$ cat src/rtl/exe_pkg.sv
// Shared definitions for the execute stage: operation codes, branch types,
// multiply/divide sequencer states and a decode helper.
package exe_pkg;

   typedef enum logic [3:0] {
      CMD_ADD  = 4'b0000,
      CMD_SUB  = 4'b0010,
      CMD_AND  = 4'b0100,
      CMD_OR   = 4'b0101,
      CMD_NOR  = 4'b0110,
      CMD_XOR  = 4'b0111,
      CMD_SLL  = 4'b1000,
      CMD_SRL  = 4'b1010,
      CMD_SRA  = 4'b1011,
      CMD_MUL  = 4'b1100,
      CMD_DIVU = 4'b1101
   } exe_cmd_e;

   typedef enum logic [1:0] {
      BR_NONE = 2'b00,
      BR_BEZ  = 2'b01,
      BR_BNE  = 2'b10,
      BR_JMP  = 2'b11
   } br_type_e;

   typedef enum logic [1:0] {
      MD_IDLE = 2'b00,
      MD_BUSY = 2'b01,
      MD_DONE = 2'b10
   } md_state_e;

   typedef enum logic {
      MD_MUL  = 1'b0,
      MD_DIVU = 1'b1
   } md_op_e;

   function automatic logic is_md_cmd(input logic [3:0] cmd);
      return (cmd == CMD_MUL) || (cmd == CMD_DIVU);
   endfunction

endpackage

$ cat src/rtl/exe_if.sv
// ID/EX-to-EX/MEM bundle of the execute stage. master = pipeline side driving
// the ID/EX fields, slave = the execute stage itself.
interface exe_if #(parameter int DW = 32);
   logic [4:0]    dest_in;
   logic [DW-1:0] readdata1;
   logic [DW-1:0] readdata2;
   logic [DW-1:0] Immediate;
   logic [DW-1:0] data1;
   logic [DW-1:0] data2;
   logic          WB_En_in;
   logic          MEM_R_En_in;
   logic          MEM_W_En_in;
   logic [1:0]    BR_Type;
   logic [3:0]    EXE_Cmd;
   logic [DW-1:0] PC;

   logic [DW-1:0] alu_result;
   logic [DW-1:0] st_value;
   logic [4:0]    dest;
   logic          WB_En;
   logic          MEM_R_En;
   logic          MEM_W_En;
   logic          br_taken;
   logic [DW-1:0] br_addr;
   logic          stall;

   modport master (
      output dest_in, readdata1, readdata2, Immediate, data1, data2,
             WB_En_in, MEM_R_En_in, MEM_W_En_in, BR_Type, EXE_Cmd, PC,
      input  alu_result, st_value, dest, WB_En, MEM_R_En, MEM_W_En,
             br_taken, br_addr, stall
   );

   modport slave (
      input  dest_in, readdata1, readdata2, Immediate, data1, data2,
             WB_En_in, MEM_R_En_in, MEM_W_En_in, BR_Type, EXE_Cmd, PC,
      output alu_result, st_value, dest, WB_En, MEM_R_En, MEM_W_En,
             br_taken, br_addr, stall
   );
endinterface

$ cat src/rtl/exe_muldiv.sv
// Iterative unsigned multiply / restoring divide, one result bit per cycle.
// busy covers the launch cycle plus every iteration; result is valid in DONE.
module exe_muldiv
   import exe_pkg::*;
#(
   parameter int DW       = 32,
   parameter int MD_ITERS = DW
) (
   input  logic          clk,
   input  logic          rst,
   input  logic          start,
   input  md_op_e        op,
   input  logic [DW-1:0] a,
   input  logic [DW-1:0] b,
   output logic          busy,
   output logic          done,
   output logic [DW-1:0] result
);

   localparam int CW = (MD_ITERS > 1) ? $clog2(MD_ITERS) : 1;

   md_state_e     state_q, state_d;
   logic [CW-1:0] cnt_q, cnt_d;
   md_op_e        op_q, op_d;
   logic [DW-1:0] acc_q, acc_d;   // product accumulator / partial remainder
   logic [DW-1:0] x_q, x_d;       // shifted multiplicand / dividend becoming quotient
   logic [DW-1:0] y_q, y_d;       // shifted multiplier / divisor

   logic [DW:0]   rem_sh_s;
   logic [DW:0]   trial_s;

   // State and datapath registers
   always_ff @(posedge clk) begin
      if (rst) begin
         state_q <= MD_IDLE;
         cnt_q   <= '0;
         op_q    <= MD_MUL;
         acc_q   <= '0;
         x_q     <= '0;
         y_q     <= '0;
      end else begin
         state_q <= state_d;
         cnt_q   <= cnt_d;
         op_q    <= op_d;
         acc_q   <= acc_d;
         x_q     <= x_d;
         y_q     <= y_d;
      end
   end

   // Next-state and single-step datapath
   always_comb begin
      state_d  = state_q;
      cnt_d    = cnt_q;
      op_d     = op_q;
      acc_d    = acc_q;
      x_d      = x_q;
      y_d      = y_q;
      rem_sh_s = {acc_q, x_q[DW-1]};
      trial_s  = rem_sh_s - {1'b0, y_q};

      case (state_q)
         MD_IDLE: begin
            if (start) begin
               op_d    = op;
               acc_d   = '0;
               x_d     = a;
               y_d     = b;
               cnt_d   = '0;
               state_d = MD_BUSY;
            end else begin
               state_d = MD_IDLE;
            end
         end
         MD_BUSY: begin
            if (op_q == MD_MUL) begin
               acc_d = acc_q + (y_q[0] ? x_q : '0);
               x_d   = x_q << 1;
               y_d   = y_q >> 1;
            end else if (!trial_s[DW]) begin
               // Divisor fits: keep the difference and shift in a 1.
               // A zero divisor always fits, which yields an all-ones quotient.
               acc_d = trial_s[DW-1:0];
               x_d   = {x_q[DW-2:0], 1'b1};
            end else begin
               acc_d = rem_sh_s[DW-1:0];
               x_d   = {x_q[DW-2:0], 1'b0};
            end
            cnt_d = cnt_q + CW'(1);
            if (cnt_q == CW'(MD_ITERS - 1)) begin
               state_d = MD_DONE;
            end else begin
               state_d = MD_BUSY;
            end
         end
         MD_DONE: begin
            state_d = MD_IDLE;
         end
         default: begin
            state_d = MD_IDLE;
         end
      endcase
   end

   // Handshake and result presentation
   always_comb begin
      busy = ((state_q == MD_IDLE) && start) || (state_q == MD_BUSY);
      done = (state_q == MD_DONE);
      if (state_q == MD_DONE) begin
         result = (op_q == MD_MUL) ? acc_q : x_q;
      end else begin
         result = '0;
      end
   end

endmodule

$ cat src/rtl/exe_stage.sv
// Execute stage: combinational ALU and branch unit, bubble gating of the
// memory/write-back controls, and the iterative MUL/DIVU unit that raises stall.
module exe_stage
   import exe_pkg::*;
#(
   parameter int DW       = 32,
   parameter int MD_ITERS = DW
) (
   input  logic clk,
   input  logic rst,
   exe_if.slave bus
);

   logic          md_start_s;
   md_op_e        md_op_s;
   logic          md_busy_s;
   logic          md_done_s;
   logic [DW-1:0] md_result_s;
   logic [DW-1:0] alu_s;
   logic [4:0]    shamt_s;
   logic          stall_s;
   logic          br_cond_s;

   assign md_start_s = is_md_cmd(bus.EXE_Cmd);
   assign md_op_s    = (bus.EXE_Cmd == CMD_DIVU) ? MD_DIVU : MD_MUL;

   exe_muldiv #(
      .DW       (DW),
      .MD_ITERS (MD_ITERS)
   ) u_muldiv (
      .clk    (clk),
      .rst    (rst),
      .start  (md_start_s),
      .op     (md_op_s),
      .a      (bus.data1),
      .b      (bus.data2),
      .busy   (md_busy_s),
      .done   (md_done_s),
      .result (md_result_s)
   );

   // Single-cycle ALU; MUL/DIVU show their registered result only in DONE
   always_comb begin
      shamt_s = bus.data2[4:0];
      alu_s   = '0;
      case (bus.EXE_Cmd)
         CMD_ADD:  alu_s = bus.data1 + bus.data2;
         CMD_SUB:  alu_s = bus.data1 - bus.data2;
         CMD_AND:  alu_s = bus.data1 & bus.data2;
         CMD_OR:   alu_s = bus.data1 | bus.data2;
         CMD_NOR:  alu_s = ~(bus.data1 | bus.data2);
         CMD_XOR:  alu_s = bus.data1 ^ bus.data2;
         CMD_SLL:  alu_s = bus.data1 << shamt_s;
         CMD_SRL:  alu_s = bus.data1 >> shamt_s;
         CMD_SRA:  alu_s = $signed(bus.data1) >>> shamt_s;
         CMD_MUL,
         CMD_DIVU: alu_s = md_done_s ? md_result_s : '0;
         default:  alu_s = '0;
      endcase
   end

   // Branch condition decode
   always_comb begin
      br_cond_s = 1'b0;
      case (bus.BR_Type)
         BR_BEZ:  br_cond_s = (bus.readdata1 == '0);
         BR_BNE:  br_cond_s = (bus.readdata1 != bus.data2);
         BR_JMP:  br_cond_s = 1'b1;
         default: br_cond_s = 1'b0;
      endcase
   end

   // Reset masks stall so the pipeline is never frozen while being reset.
   assign stall_s        = md_busy_s & ~rst;

   assign bus.stall      = stall_s;
   assign bus.alu_result = alu_s;
   assign bus.st_value   = bus.readdata2;
   assign bus.dest       = bus.dest_in;
   assign bus.WB_En      = bus.WB_En_in    & ~stall_s;
   assign bus.MEM_R_En   = bus.MEM_R_En_in & ~stall_s;
   assign bus.MEM_W_En   = bus.MEM_W_En_in & ~stall_s;
   assign bus.br_taken   = br_cond_s & ~stall_s & ~rst;
   assign bus.br_addr    = bus.PC + (bus.Immediate << 2);

endmodule

$ cat src/flat_wrapper.sv
// flat-port wrapper written by rule: the top's interface ports become plain ports
module exe_stage_flat import exe_pkg::*;
#(
   parameter int DW       = 32,
   parameter int MD_ITERS = DW
)
  (clk, rst, bus_dest_in, bus_readdata1, bus_readdata2, bus_Immediate, bus_data1, bus_data2, bus_WB_En_in, bus_MEM_R_En_in, bus_MEM_W_En_in, bus_BR_Type, bus_EXE_Cmd, bus_PC, bus_alu_result, bus_st_value, bus_dest, bus_WB_En, bus_MEM_R_En, bus_MEM_W_En, bus_br_taken, bus_br_addr, bus_stall);
  exe_if #(.DW(DW)) bus_i ();
  input  logic clk;
  input  logic rst;
  input wire logic [$bits(bus_i.dest_in)-1:0] bus_dest_in;
  input wire logic [$bits(bus_i.readdata1)-1:0] bus_readdata1;
  input wire logic [$bits(bus_i.readdata2)-1:0] bus_readdata2;
  input wire logic [$bits(bus_i.Immediate)-1:0] bus_Immediate;
  input wire logic [$bits(bus_i.data1)-1:0] bus_data1;
  input wire logic [$bits(bus_i.data2)-1:0] bus_data2;
  input wire logic [$bits(bus_i.WB_En_in)-1:0] bus_WB_En_in;
  input wire logic [$bits(bus_i.MEM_R_En_in)-1:0] bus_MEM_R_En_in;
  input wire logic [$bits(bus_i.MEM_W_En_in)-1:0] bus_MEM_W_En_in;
  input wire logic [$bits(bus_i.BR_Type)-1:0] bus_BR_Type;
  input wire logic [$bits(bus_i.EXE_Cmd)-1:0] bus_EXE_Cmd;
  input wire logic [$bits(bus_i.PC)-1:0] bus_PC;
  output wire logic [$bits(bus_i.alu_result)-1:0] bus_alu_result;
  output wire logic [$bits(bus_i.st_value)-1:0] bus_st_value;
  output wire logic [$bits(bus_i.dest)-1:0] bus_dest;
  output wire logic [$bits(bus_i.WB_En)-1:0] bus_WB_En;
  output wire logic [$bits(bus_i.MEM_R_En)-1:0] bus_MEM_R_En;
  output wire logic [$bits(bus_i.MEM_W_En)-1:0] bus_MEM_W_En;
  output wire logic [$bits(bus_i.br_taken)-1:0] bus_br_taken;
  output wire logic [$bits(bus_i.br_addr)-1:0] bus_br_addr;
  output wire logic [$bits(bus_i.stall)-1:0] bus_stall;
  assign bus_i.dest_in = bus_dest_in;
  assign bus_i.readdata1 = bus_readdata1;
  assign bus_i.readdata2 = bus_readdata2;
  assign bus_i.Immediate = bus_Immediate;
  assign bus_i.data1 = bus_data1;
  assign bus_i.data2 = bus_data2;
  assign bus_i.WB_En_in = bus_WB_En_in;
  assign bus_i.MEM_R_En_in = bus_MEM_R_En_in;
  assign bus_i.MEM_W_En_in = bus_MEM_W_En_in;
  assign bus_i.BR_Type = bus_BR_Type;
  assign bus_i.EXE_Cmd = bus_EXE_Cmd;
  assign bus_i.PC = bus_PC;
  assign bus_alu_result = bus_i.alu_result;
  assign bus_st_value = bus_i.st_value;
  assign bus_dest = bus_i.dest;
  assign bus_WB_En = bus_i.WB_En;
  assign bus_MEM_R_En = bus_i.MEM_R_En;
  assign bus_MEM_W_En = bus_i.MEM_W_En;
  assign bus_br_taken = bus_i.br_taken;
  assign bus_br_addr = bus_i.br_addr;
  assign bus_stall = bus_i.stall;
  exe_stage #(.DW(DW), .MD_ITERS(MD_ITERS)) u_core (.clk(clk), .rst(rst), .bus(bus_i));
endmodule
$ cat config.mk
export PLATFORM = sky130hd
export DESIGN_NAME = exe_stage_flat
export DESIGN_NICKNAME = d
export VERILOG_FILES = /design/src/rtl/exe_pkg.sv /design/src/rtl/exe_if.sv /design/src/rtl/exe_muldiv.sv /design/src/rtl/exe_stage.sv /design/src/flat_wrapper.sv
export SDC_FILE = /design/constraint.sdc
export NUM_CORES = 1
export LEC_CHECK = 0
export CORE_UTILIZATION = 35
export CTS_BUF_LIST = sky130_fd_sc_hd__clkbuf_2 sky130_fd_sc_hd__clkbuf_4 sky130_fd_sc_hd__clkbuf_8
export DETAILED_ROUTE_END_ITERATION = 16
export PLACE_DENSITY = 0.67
export RECOVER_POWER = 25
export SYNTH_ARGS = -nofsm -noshare
export SYNTH_HDL_FRONTEND = slang
export SYNTH_HIERARCHICAL = 1
export SYNTH_SLANG_ARGS = --single-unit
$ cat constraint.sdc
create_clock -name clk -period 12.7 [get_ports clk]
set_input_delay 1.27 -clock clk [delete_from_list [all_inputs] [get_ports clk]]
set_output_delay 1.27 -clock clk [all_outputs]
set_load 0.1 [all_outputs]
Figure 1. Floorplan with the power grid (run 1).
Pins as bars on the die edge. Tap cells in grey.
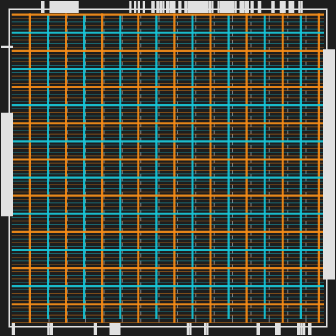
| net | colour |
|---|---|
| VDD | cyan |
| VSS | orange |
signal pins: 314
met1 rails: 86
tap cells: 696
met5 straps: 17
rows: 85
Max IR drop VDD: 50.78 uV
Die Ht: 237.4 um

Figure 2. Placed cells, one colour a class (run 1).
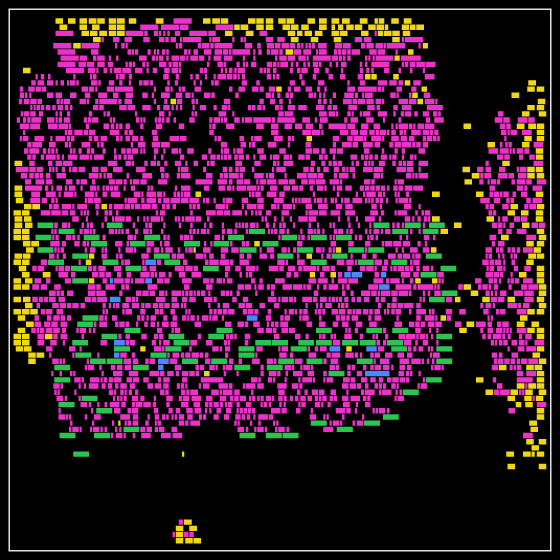
| class | colour | cells |
|---|---|---|
| clock drivers and dummy loads | blue | 16 |
| combinational and other logic | magenta | 2410 |
| flops | green | 104 |
| other buffers and delay cells | yellow | 272 |
std cell rows: 85
Final Instance Area: 0.02211 sq mm
sequential share of cell area: 0.09424

==> impl_metrics.yaml, run 1 <==
# generated from flow reports
outcome:
  status: "finished, violations left"
  violations: "max-capacitance violations, max-slew violations"
power_and_ir_drop:
  share_seq_of_total_power: 0.221
  clkPwrFrac: 0.138
  power_switching_uw: 857.6
  pwr-share-comb: 0.641
  maxPowerGroup: "combinational cells"
  powerClk_uw: 225
  total_power_uw: 1638
  power.density_mw_per_mm2: 74.10
  power.leakage_uw: 0.008971
  p_seq_uw: 362
grt:
  grt_pass1_vias: 19200
  grt.busiest_layer: "met2"
  use_met2: 0.4153
  grt_max_degree: 74
  grt_overflow: 0
  met1_usage: 0.3658
  grt_pass1_wl_mm: 117.1
  antenna_found_initial: 0
logic_synthesis:
  avgSynthCellArea_sq_um: 7.128
  simple_gate_area_frac: 0.2136
  synthCells: 2721
  yosysSeqAreaShare: 0.1073
  synth_flop_count: 104
  top_logic_kind: "AND-OR/OR-AND gates"
  synthAoiAreaFrac: 0.2919
  common_cells: "305 x nor2_1, 247 x nand2_1, 222 x a21oi_1"
  top_cell: "nor2_1"
  fp_nets: 3125
  synth_area_sq_mm: 0.01940
  synth_top_flop_cell: "dfxtp_1"
  adder_share: 0.1280
  top_cells_by_area: "ha_1 12%, dfxtp_1 11%, mux2i_1 6.0%"
  ys_chip_area_sq_mm: 0.01940
  mux_share: 0.1034
  synthArstFlopShare: 0
  yosys_cells: 2721
  top_area_frac: 0.1239
  top_area_cell: "ha_1"
flow_run:
  max_cap_violations: 2
  warnings: 63
cells_and_area:
  antenna_cells: 0
  clkCellAreaFrac: 0.008999
  top_regs: "u_core/u_muldiv/acc_q x32, u_core/u_muldiv/x_q x32, u_core/u_muldiv/y_q x32"
  comb_area_sq_mm: 0.01573
  nFillCells: 5675
  final_util: 0.4076
  layout-drive-gt1-share: 0.05318
  bufAreaShareNonClock: 0.1171
  clockBufferCount: 10
  area_growth_pct: 13.97
  fin_nets: 3201
  layout_top_cell: "nor2_1"
  largest_cell_class: "combinational gates"
  signal_buffers: 272
  flops: 104
  final_cell_mix: "304 x nor2_1, 247 x nand2_1, 226 x clkdlybuf4s50_1, 221 x a21oi_1, 192 x ha_1"
  comb_share: 0.7117
floorplan:
  fp.dieW_um: 237.4
  tap_cells: 696
  core_sq_mm: 0.05424
  ios: 314
  fp_util: 0.3576
sta:
  final.setup_skew_ns: 0.02383
  fmax_mhz: 113.6
  whs_ns: 0.4862
  slew_viol_final: 96
  grt_setup_unrepaired: "false"
  setup_viol_count_final: 0
  finalSetupTns_ns: 0
  fin_ws_ns: 3.900
  slew_headroom: -0.8693
  worstMarginPinSlew_ns: 2.804
  min_period_ns: 8.800
  fin_crit_sh: 0.6929
  finalHoldViolations: 0
route:
  drt-met1-wl_mm: 33.73
  highest_layer: "met4"
  drt-initial-drc-count: 2459
  wl_met3_mm: 8.126
  met2_length_mm: 33.58
  via_per_inst: 6.124
  first_pass_iters: 7
  detail-route-antenna-nets: 0
critical_path:
  cp_max_fo: 32
  r2r_end: "u_core/u_muldiv/acc_q[29]"
  critPathMaxStageDelay_ns: 1.22
  cp.required_ns: 11.43
  worstPathArrival_ns: 7.53
  endpoint_kind: "output pin"
  crit_chain: "buf_2 > buf_4 > inv_1 > buf_4 > ha_1 > nand4_1 > nor2b_1 > a31oi_1 > xnor2_1 > ha_1 > nand4_1 > a211oi_1 > o21ai_0 > a21oi_1 > o21ai_0 > a21boi_0 > mux2_2 > o211ai_1 > clkdlybuf4s50_1"
  worstReg2RegStart: "u_core/u_muldiv/y_q[0]"
  critPathTopFamily: "buffers and inverters"
  cp_num_cells: 19
  cp_num_buf_inv: 5
  endpoint: "bus_alu_result[19]"
  reg2reg_depth: 11
  start_kind: "input port"
  path_class: "input port to output pin"
  startpoint: "bus_data2[0]"
clocking:
  post_cts_buffers: 0
  ctsResizeCount: 0
  clock_tree.buffer_depth: 2
  cts_root_buf: "clkbuf_8"
  cts_tree: "built"
  clkLatencyLatePin_ns: 0.41
  htreeDepth: 3
  cts_buffers: 9
  hold_buffers: 0
placement:
  portBuffers: 233
  hpwl_mm: 60.53
  place_congestion: 1.053
  dp_cells: 3482
  placed_area_sq_mm: 0.02192
min_path:
  hold_class: "flop to flop"
  hold_depth: 2
  holdPathEnd: "u_core/u_muldiv/y_q[15]"
Figure 3. Clock network drawn from the DEF (run 1).
Bar = 50 um.
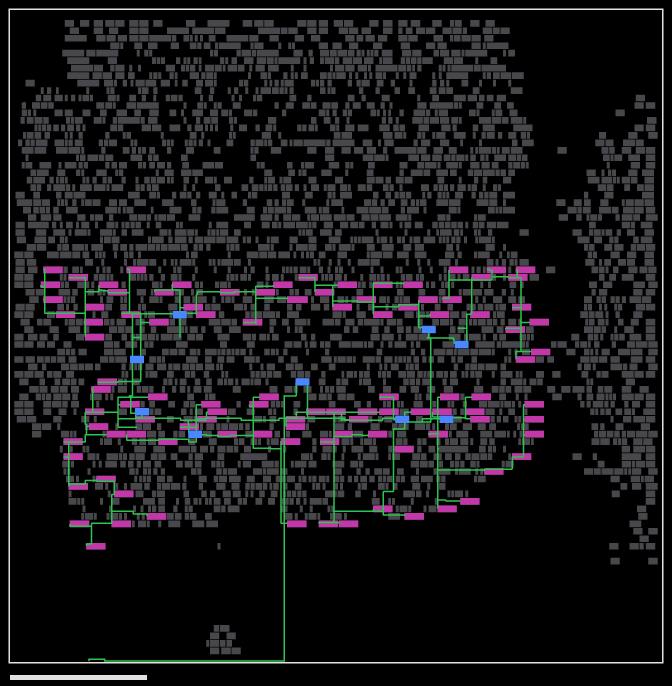
[clock wires] green | length: 1580 um
[clock drivers] blue | count: 9
[flip-flops] magenta | count: 104
routed clock nets: 10

Figure 4. Metal layers overlaid (run 1).
Bar = 50 um.
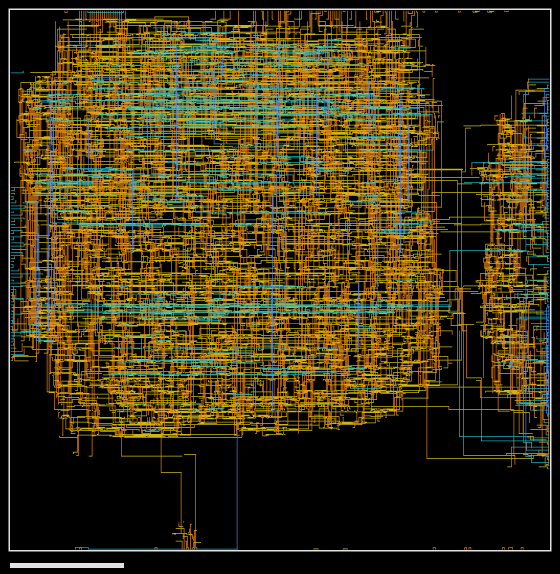
| layer | colour | wire length |
|---|---|---|
| metal 3 | cyan | 8130 um |
| metal 2 | orange | 33.6 mm |
| metal 4 | blue | 2080 um |
| metal 1 | yellow | 33.7 mm |
routed length per instance: 22.16 um
routed via count: 21.42k
Post-Route WL: 77.53 mm
gr usage total: 0.2651

==> run 2: changes to the inputs <==
clock period = 8.4 ns   (was 12.7 ns; I/O delays follow)
Figure 5. Track usage over the die (run 2).
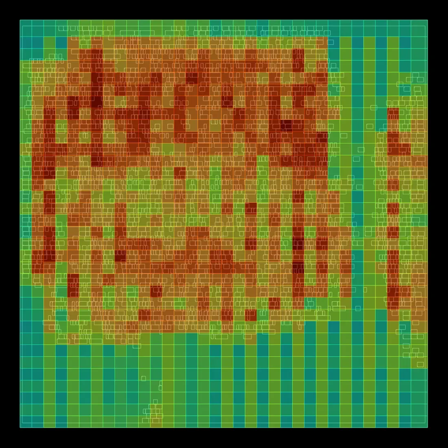
gr usage total: 0.2673
GR peak layer: met2
met2 Use GR: 0.4147
GR Util met1: 0.3619
routed length per instance: 22.33 um

==> impl_metrics.yaml, run 2 <==
# generated from flow reports
outcome:
  status: "finished, violations left"
  violations: "max-capacitance violations, max-slew violations"
route:
  detail-route-antenna-nets: 0
  met2_length_mm: 33.83
  drt-total-wl_mm: 78.06
  wl_met3_mm: 8.450
  vias: 21470
  first_pass_iters: 6
  drt-met1-wl_mm: 33.24
  via_per_inst: 6.142
  highest_layer: "met5"
  drt-initial-drc-count: 2449
cells_and_area:
  bufAreaShareNonClock: 0.1147
  area_growth_pct: 13.65
  largest_cell_class: "combinational gates"
  final_util: 0.4064
  final_cell_mix: "304 x nor2_1, 247 x nand2_1, 221 x a21oi_1, 208 x clkdlybuf4s50_1, 192 x ha_1"
  fin_nets: 3199
  nFillCells: 5781
  layout_top_cell: "nor2_1"
  layout-drive-gt1-share: 0.05857
  clockBufferCount: 10
  antenna_cells: 0
  comb_area_sq_mm: 0.01573
  final_area_sq_mm: 0.02204
  seq_area_frac: 0.09451
  signal_buffers: 270
  top_regs: "u_core/u_muldiv/acc_q x32, u_core/u_muldiv/x_q x32, u_core/u_muldiv/y_q x32"
  clkCellAreaFrac: 0.009309
  comb_share: 0.7134
  flops: 104
critical_path:
  cp_num_cells: 13
  critPathMaxStageDelay_ns: 1.19
  reg2reg_depth: 11
  cp_max_fo: 14
  critPathTopFamily: "buffers and inverters"
  path_class: "input port to output pin"
  startpoint: "bus_EXE_Cmd[3]"
  worstPathArrival_ns: 6.19
  endpoint_kind: "output pin"
  endpoint: "bus_alu_result[13]"
  start_kind: "input port"
  r2r_end: "u_core/u_muldiv/acc_q[29]"
  crit_chain: "dlygate4sd3_1 > nor3_2 > nand2_1 > o21ai_0 > inv_1 > ha_1 > nand2b_1 > a21oi_1 > o21ai_0 > nand2_1 > xnor2_1 > o2111ai_1 > clkdlybuf4s50_1"
  worstReg2RegStart: "u_core/u_muldiv/y_q[0]"
  cp_num_buf_inv: 3
  cp.required_ns: 7.56
  r2r_setup_slack_ns: 3.94
grt:
  grt_pass1_wl_mm: 118.1
  grt_max_degree: 73
  grt_pass1_vias: 19630
  grt_overflow: 0
  antenna_found_initial: 1
  met3_usage: 0.06329
floorplan:
  core_sq_mm: 0.05424
  fp_util: 0.3576
  tap_cells: 696
  row_count: 85
  chipHeight_um: 237.4
  fp.dieW_um: 237.4
  ios: 314
clocking:
  ctsResizeCount: 0
  post_cts_buffers: 0
  clkLatencyLatePin_ns: 0.40
  htreeDepth: 3
  cts_tree: "built"
  clock_tree.buffer_depth: 2
  cts_root_buf: "clkbuf_8"
  clk_pin_slew_ns: 0.12
  clock_sinks: 104
  hold_buffers: 0
placement:
  portBuffers: 233
  placed_area_sq_mm: 0.02185
  place_congestion: 0.9946
  hpwl_mm: 61.15
  dp_cells: 3480
power_and_ir_drop:
  power.leakage_uw: 0.008991
  p_seq_uw: 548
  ir_drop_uv: 79.85
  clkPwrFrac: 0.138
  total_power_uw: 2476
  power_switching_uw: 1297
  power.density_mw_per_mm2: 112.3
  powerClk_uw: 342
  share_seq_of_total_power: 0.221
  pwr-share-comb: 0.640
  maxPowerGroup: "combinational cells"
logic_synthesis:
  avgSynthCellArea_sq_um: 7.128
  top_logic_kind: "AND-OR/OR-AND gates"
  synth_area_sq_mm: 0.01940
  mux_share: 0.1034
  top_cell: "nor2_1"
  fp_nets: 3125
  synth_top_flop_cell: "dfxtp_1"
  synthArstFlopShare: 0
  synth_flop_count: 104
  yosys_cells: 2721
  common_cells: "305 x nor2_1, 247 x nand2_1, 222 x a21oi_1"
  top_area_frac: 0.1239
  ys_chip_area_sq_mm: 0.01940
  synthCells: 2721
  synthAoiAreaFrac: 0.2919
  adder_share: 0.1280
  top_cells_by_area: "ha_1 12%, dfxtp_1 11%, mux2i_1 6.0%"
  yosysSeqAreaShare: 0.1073
  simple_gate_area_frac: 0.2136
  top_area_cell: "ha_1"
sta:
  fin_crit_sh: 0.8364
  whs_ns: 0.4830
  grt_setup_unrepaired: "false"
  slew_headroom: -0.5492
  worstMarginPinSlew_ns: 2.324
  finalHoldViolations: 0
  min_period_ns: 7.026
  setup_viol_count_final: 0
  final.setup_skew_ns: 0.02077
  fmax_mhz: 142.3
  finalSetupTns_ns: 0
  slew_viol_final: 122
  fin_ws_ns: 1.374
min_path:
  hold_class: "flop to flop"
  holdPathEnd: "u_core/u_muldiv/y_q[16]"
  hold_depth: 2
flow_run:
  warnings: 63
  max_cap_violations: 3
Power figures rest on the tool's default switching activity, not on a simulated workload.
